**Signal wires on met2**

Bar = 20 µm. Cells faint in the background.
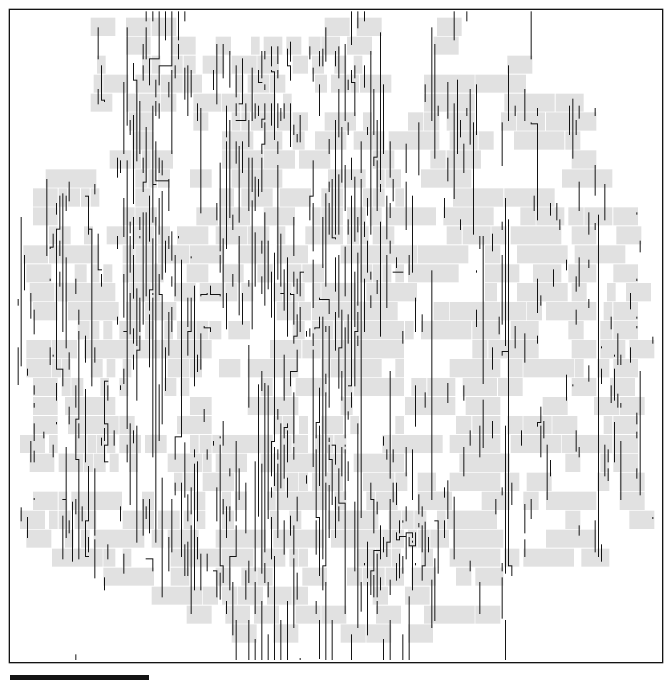
**Zoomed window**

Bar = 10 µm. Region (27, 8) to (67, 48) µm. Cells in gray, sequential cells in the stronger gray; small squares are vias.
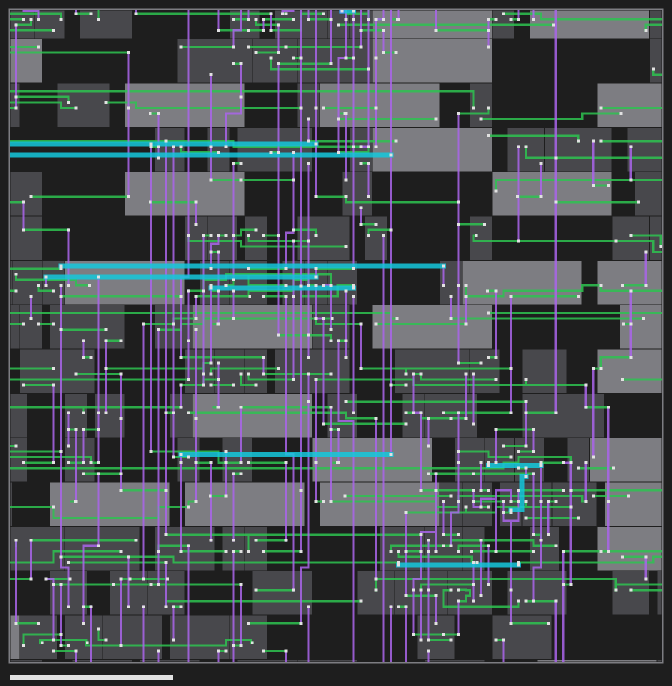
**Met1 routing**

Bar = 20 µm. Supply wires on this layer in gray. Cells faint in the background.
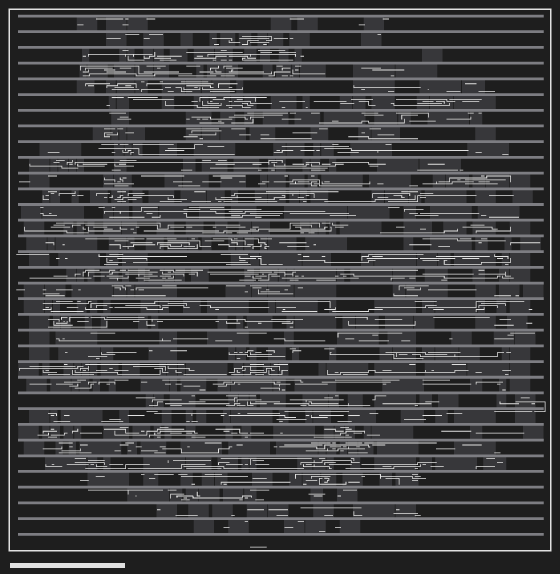
**Cell sizes after repair**

Bar = 20 µm.
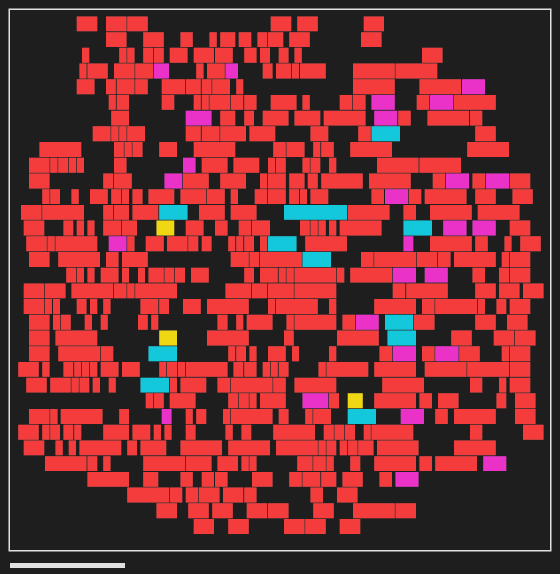
**Routing congestion**

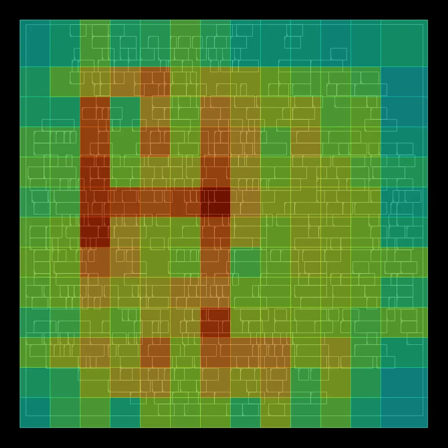
### src/rtl/sprite_pkg.sv
// sprite_pkg: constants and encodings shared by the sprite draw engine, its
// pixel counter and the movement controller that drives it.
//   SCREEN_W/SCREEN_H : visible VGA area, used as the clip limit
//   SPRITE_W/SPRITE_H : sprite patch size (powers of two)
//   COLOUR_W          : colour bits per pixel
//   state_t           : draw engine FSM encoding
//   src_t             : pixel source (background ROM or sprite ROM)
package sprite_pkg;

  localparam int SCREEN_W = 320;
  localparam int SCREEN_H = 240;
  localparam int SPRITE_W = 8;
  localparam int SPRITE_H = 8;
  localparam int COLOUR_W = 3;

  typedef enum logic [2:0] {
    S_IDLE,
    S_LATCH,
    S_DRAW,
    S_FLUSH,
    S_DONE,
    S_RELEASE
  } state_t;

  typedef enum logic {
    SRC_BG,
    SRC_CHAR
  } src_t;

endpackage

### src/rtl/sprite_pixel_counter.sv
// sprite_pixel_counter: nested column/row counter walking a W x H patch in
// row-major order (cx fastest).
//   clock, resetn : clock and synchronous active-low reset
//   clear         : force both counters to 0 (takes priority over enable)
//   enable        : advance one pixel
//   cx, cy        : current column / row
//   last          : high while the counter sits on (W-1, H-1)
module sprite_pixel_counter #(
  parameter int W = 8,
  parameter int H = 8
) (
  input  logic                 clock,
  input  logic                 resetn,
  input  logic                 clear,
  input  logic                 enable,
  output logic [$clog2(W)-1:0] cx,
  output logic [$clog2(H)-1:0] cy,
  output logic                 last
);

  localparam int XW = $clog2(W);
  localparam int YW = $clog2(H);

  logic row_end;

  assign row_end = (cx == XW'(W - 1));
  assign last    = row_end && (cy == YW'(H - 1));

  always_ff @(posedge clock) begin
    if (!resetn || clear) begin
      cx <= '0;
      cy <= '0;
    end else if (enable) begin
      if (row_end) begin
        cx <= '0;
        cy <= cy + YW'(1);
      end else begin
        cx <= cx + XW'(1);
      end
    end
  end

endmodule

### src/rtl/sprite_draw_engine.sv
// sprite_draw_engine: answers the movement controller's draw handshake.
// drawBG repaints a SPRITE_W x SPRITE_H patch from the background ROM,
// drawChar paints the character from the sprite ROM, at the latched top-left
// (x0,y0). One ROM address per cycle; the plot strobe follows one cycle later
// together with the ROM data. Off-screen pixels are suppressed but still use
// their slot, so draw timing never depends on position.
// Optional build macro: TRANSPARENCY_EN -- sprite pixels of colour 0 are not
// plotted (background shows through). Default: every on-screen pixel plots.
// Ports:
//   clock, resetn            : clock, synchronous active-low reset
//   drawChar, drawBG         : requests, held until the matching done
//   xCoordinate, yCoordinate : patch top-left
//   char_addr / char_data    : sprite ROM (data one cycle after address)
//   bg_addr / bg_data        : background ROM, address y*320+x
//   vga_x/vga_y/vga_colour   : plot pixel; hold last plotted value
//   vga_plot                 : write strobe
//   doneChar, doneBG         : one-cycle completion pulses
module sprite_draw_engine
  import sprite_pkg::*;
#(
  parameter int SPRITE_W = sprite_pkg::SPRITE_W,
  parameter int SPRITE_H = sprite_pkg::SPRITE_H,
  parameter int COLOUR_W = sprite_pkg::COLOUR_W,
  parameter int SCREEN_W = sprite_pkg::SCREEN_W,
  parameter int SCREEN_H = sprite_pkg::SCREEN_H
) (
  input  logic                                 clock,
  input  logic                                 resetn,
  input  logic                                 drawChar,
  input  logic                                 drawBG,
  input  logic [8:0]                           xCoordinate,
  input  logic [7:0]                           yCoordinate,
  output logic [$clog2(SPRITE_W*SPRITE_H)-1:0] char_addr,
  input  logic [COLOUR_W-1:0]                  char_data,
  output logic [16:0]                          bg_addr,
  input  logic [COLOUR_W-1:0]                  bg_data,
  output logic [8:0]                           vga_x,
  output logic [7:0]                           vga_y,
  output logic [COLOUR_W-1:0]                  vga_colour,
  output logic                                 vga_plot,
  output logic                                 doneChar,
  output logic                                 doneBG
);

  localparam int XW = $clog2(SPRITE_W);
  localparam int YW = $clog2(SPRITE_H);

  state_t state, state_nxt;
  src_t   src, src_nxt;

  logic [8:0]  x0;
  logic [7:0]  y0;
  logic [XW-1:0] cx;
  logic [YW-1:0] cy;
  logic        last;
  logic        cnt_clear;
  logic        cnt_en;
  logic        req_held;

  // 10/9-bit sums so a patch hanging off the screen edge cannot wrap back in
  logic [9:0]  sx;
  logic [8:0]  sy;
  logic [16:0] bx;
  logic [16:0] by;

  logic                p_valid;
  logic                p_in;
  src_t                p_src;
  logic [8:0]          p_x;
  logic [7:0]          p_y;
  logic [COLOUR_W-1:0] p_colour;
  logic                opaque;
  logic                plot;

  logic [8:0]          h_x;
  logic [7:0]          h_y;
  logic [COLOUR_W-1:0] h_colour;

  sprite_pixel_counter #(
    .W(SPRITE_W),
    .H(SPRITE_H)
  ) u_counter (
    .clock (clock),
    .resetn(resetn),
    .clear (cnt_clear),
    .enable(cnt_en),
    .cx    (cx),
    .cy    (cy),
    .last  (last)
  );

  assign req_held = (src == SRC_BG) ? drawBG : drawChar;

  always_ff @(posedge clock) begin
    if (!resetn) begin
      state <= S_IDLE;
      src   <= SRC_BG;
    end else begin
      state <= state_nxt;
      src   <= src_nxt;
    end
  end

  always_comb begin
    state_nxt = state;
    src_nxt   = src;
    cnt_clear = 1'b0;
    cnt_en    = 1'b0;
    case (state)
      S_IDLE: begin
        // erase wins over draw so the old character is cleared first
        if (drawBG) begin
          src_nxt   = SRC_BG;
          state_nxt = S_LATCH;
        end else if (drawChar) begin
          src_nxt   = SRC_CHAR;
          state_nxt = S_LATCH;
        end
      end
      S_LATCH: begin
        cnt_clear = 1'b1;
        state_nxt = S_DRAW;
      end
      S_DRAW: begin
        cnt_en = 1'b1;
        if (last) state_nxt = S_FLUSH;
      end
      S_FLUSH:   state_nxt = S_DONE;
      S_DONE:    state_nxt = S_RELEASE;
      S_RELEASE: if (!req_held) state_nxt = S_IDLE;
      default:   state_nxt = S_IDLE;
    endcase
  end

  always_ff @(posedge clock) begin
    if (!resetn) begin
      x0 <= '0;
      y0 <= '0;
    end else if (state == S_LATCH) begin
      x0 <= xCoordinate;
      y0 <= yCoordinate;
    end
  end

  assign sx = 10'(x0) + 10'(cx);
  assign sy = 9'(y0) + 9'(cy);
  assign bx = 17'(x0) + 17'(cx);
  assign by = 17'(y0) + 17'(cy);

  // sprite dimensions are powers of two, so cy*SPRITE_W+cx is a concatenation
  assign char_addr = (state == S_DRAW) ? {cy, cx} : '0;
  assign bg_addr   = (state == S_DRAW) ? (by * 17'(SCREEN_W) + bx) : '0;

  // pixel coordinates ride one stage behind the address to meet the ROM data
  always_ff @(posedge clock) begin
    if (!resetn) begin
      p_valid <= 1'b0;
      p_in    <= 1'b0;
      p_src   <= SRC_BG;
      p_x     <= '0;
      p_y     <= '0;
    end else begin
      p_valid <= (state == S_DRAW);
      p_in    <= (sx < 10'(SCREEN_W)) && (sy < 9'(SCREEN_H));
      p_src   <= src;
      p_x     <= sx[8:0];
      p_y     <= sy[7:0];
    end
  end

  assign p_colour = (p_src == SRC_BG) ? bg_data : char_data;

`ifdef TRANSPARENCY_EN
  assign opaque = !((p_src == SRC_CHAR) && (char_data == '0));
`else
  assign opaque = 1'b1;
`endif

  assign plot = p_valid && p_in && opaque;

  always_ff @(posedge clock) begin
    if (!resetn) begin
      h_x      <= '0;
      h_y      <= '0;
      h_colour <= '0;
    end else if (plot) begin
      h_x      <= p_x;
      h_y      <= p_y;
      h_colour <= p_colour;
    end
  end

  assign vga_plot   = plot;
  assign vga_x      = plot ? p_x      : h_x;
  assign vga_y      = plot ? p_y      : h_y;
  assign vga_colour = plot ? p_colour : h_colour;

  assign doneBG   = (state == S_DONE) && (src == SRC_BG);
  assign doneChar = (state == S_DONE) && (src == SRC_CHAR);

endmodule

### config.mk
export PLATFORM = sky130hd
export DESIGN_NAME = sprite_draw_engine
export DESIGN_NICKNAME = d
export VERILOG_FILES = /design/src/rtl/sprite_pkg.sv /design/src/rtl/sprite_pixel_counter.sv /design/src/rtl/sprite_draw_engine.sv
export SDC_FILE = /design/constraint.sdc
export NUM_CORES = 1
export LEC_CHECK = 0
export CORE_UTILIZATION = 43
export CTS_CLUSTER_DIAMETER = 200
export DETAILED_ROUTE_END_ITERATION = 6
export PLACE_DENSITY = 0.66
export RECOVER_POWER = 25
export SLEW_MARGIN = 10
export SYNTH_ARGS = -nofsm -noshare
export SYNTH_HDL_FRONTEND = slang
export SYNTH_SLANG_ARGS = --single-unit
### constraint.sdc
create_clock -name clock -period 6.75 [get_ports clock]
set_clock_uncertainty 0.2 [all_clocks]
set_input_delay 0.675 -clock clock [delete_from_list [all_inputs] [get_ports clock]]
set_output_delay 0.675 -clock clock [all_outputs]
set_load 0.01 [all_outputs]
==> notes.md <==
fresh numbers from the pnr run: mapped cell area 0.00360 mm², share of cells above drive strength 1 0.0821, non-filler cells, final a little under 600, Yosys reg bits 67, Max-slew headroom 0.247, Hold Path Depth 2, Worst Hold End y0[0]$_SDFFE_PN0P_, CP Launch Point u_counter.cy[0]$_SDFFE_PP0P_, status finished clean, yosys warns 0, crit-path max cell delay between 0.5 and 0.6 ns, CTS tree built, Leak between 0.0015 and 0.002 µW, # DRC 0, number of enable flip-flop cells 0, Num CTS Buffers 9, Seq power around 450 µW, area leader, netlist dfxtp_1, Crit path buffers/inverters 2, total gr overflow 0, max-cap violation count 0, Seq pwr share 0.463, Top-area cell share 0.372, Hold/Removal Path Class flop to flop, Crit path depth 15, Setup crit end bg_addr[16], syn_area_per_cell 8.60 µm², n_diodes 0, Chip Area between 0.008 and 0.009 mm², nature of the critical path endpoint primary output, critical path's slowest cell clkdlybuf4s50_1, vias in the first global route 2,769, Top delay family on crit path adder cells, # rows 33, most common library cells after synthesis 67 x dfxtp_1, 55 x nand2_1, 39 x nor2_1, 36 x a21oi_1, 32 x and2_1, worst-case hold slack between 0.2 and 0.3 ns, Worst-Skew Late Latency 0.33 ns, hold buffers post-CTS 0, part of the power in the clock network 0.345, Finished Core Util 0.560, WS Path Type flop to primary output, top cells by area dfxtp_1 37%, ha_1 8.7%, nand2_1 5.7%, Wirelength per Cell 13.2 µm, post-route ant nets 0, Critical R2R Capture p_in$_SDFF_PN0_
About 'signal wires on met2':
longest straight run: 49.6 µm
wire length on this layer: 3,520 µm
main direction: vertical
DR vias: 2,994
final wirelength: 7.79 mm

About 'zoomed window':
| layer | color |
|---|---|
| metal 1 | green |
| metal 4 | blue |
| metal 3 | cyan |
| metal 2 | purple |
sequential cells in the window: 22
netlist names of flops here include: p_x (5), h_x (4), y0 (4)
cells with their middle in the window: 116
most frequent: dfxtp_1 (22), nand2_1 (15), a21oi_1 (13)

About 'met1 routing':
main direction: horizontal
longest straight run: 33.6 µm
share of all routed wire: 47%
nets with wire on the layer: 480
grt met1 use: 0.257

About 'cell sizes after repair':
| size | color | cells | share |
|---|---|---|---|
| _6 and larger | cyan | 11 | 2.3% |
| _0 and _1 cells | red | 447 | 92% |
| _2 cells | magenta | 26 | 5.3% |
| _3 and _4 cells | yellow | 3 | 0.62% |
Final Worst Setup Slack: 1.03 ns
area delta synth->final: 27.2%
Final Cell Area: 0.00458 mm²
nonclk buf count: 73

About 'routing congestion':
met2 usage: 0.298
All-Layer GR Usage: 0.190

-- cells in the final DEF (no fill, tap or decap), types with 10 or more instances in the layout --
| master | count |
|---|---|
| clkbuf_8 | 10 |
| mux2_2 | 17 |
| and2_1 | 20 |
| nand3_1 | 12 |
| dfxtp_1 | 67 |
| ha_1 | 25 |
| and2_0 | 13 |
| xnor2_1 | 16 |
| a21oi_1 | 36 |
| xor2_1 | 11 |
| nand2_1 | 55 |
| clkdlybuf4s50_1 | 71 |
| nor2_1 | 39 |
-- cells by family after synthesis --
| group | Yosys count | share of synthesized area |
|---|---|---|
| DFF | 67 | 0.372 |
| adders and majority gates | 28 | 0.104 |
| and+or+nand+nor | 177 | 0.242 |
| buffers and inverters | 27 | 0.0285 |
| AOI/OAI and AO/OA | 72 | 0.123 |
| xor gates and xnor gates | 27 | 0.0656 |
| muxes | 21 | 0.0643 |
-- sequential cells by signal, summed over array words and instances (netlist names) --
register	flops
h_x	9
p_x	9
x0	9
h_y	8
p_y	8
y0	8
h_colour	3
state	3
u_counter.cx	3
u_counter.cy	3
p_in	1
p_src	1
p_valid	1
src	1
-- layout make-up --
class                   count  area, µm²
multi-input cells         325       2160
inverters                   6       22.5
repair buffers             73        724
clock buffers              10        138
clock inverters             6       65.1
well taps                 105        131
fillers                   776       3590
flip-flops and latches     67       1340
-- layer usage --
metal | share of wire | GRT usage | vias to the layer above
met5 | 0 | 0 | -
met4 | 0.012 | 0.0808 | 0
met3 | 0.067 | 0.0325 | 7
met2 | 0.45 | 0.298 | 84
met1 | 0.47 | 0.257 | 1340
li1 | - | - | 1563
-- worst register-to-register path, cell delays in order, from the launching register on --
cell     delay (ns)
dfxtp_1        0.35
ha_1           0.22
fa_1           0.40
a21oi_1        0.34
nor2_1         0.10
and2_1         0.24
o311a_1        0.31
nor3_1         0.23
Power and IR drop assume default switching activity.
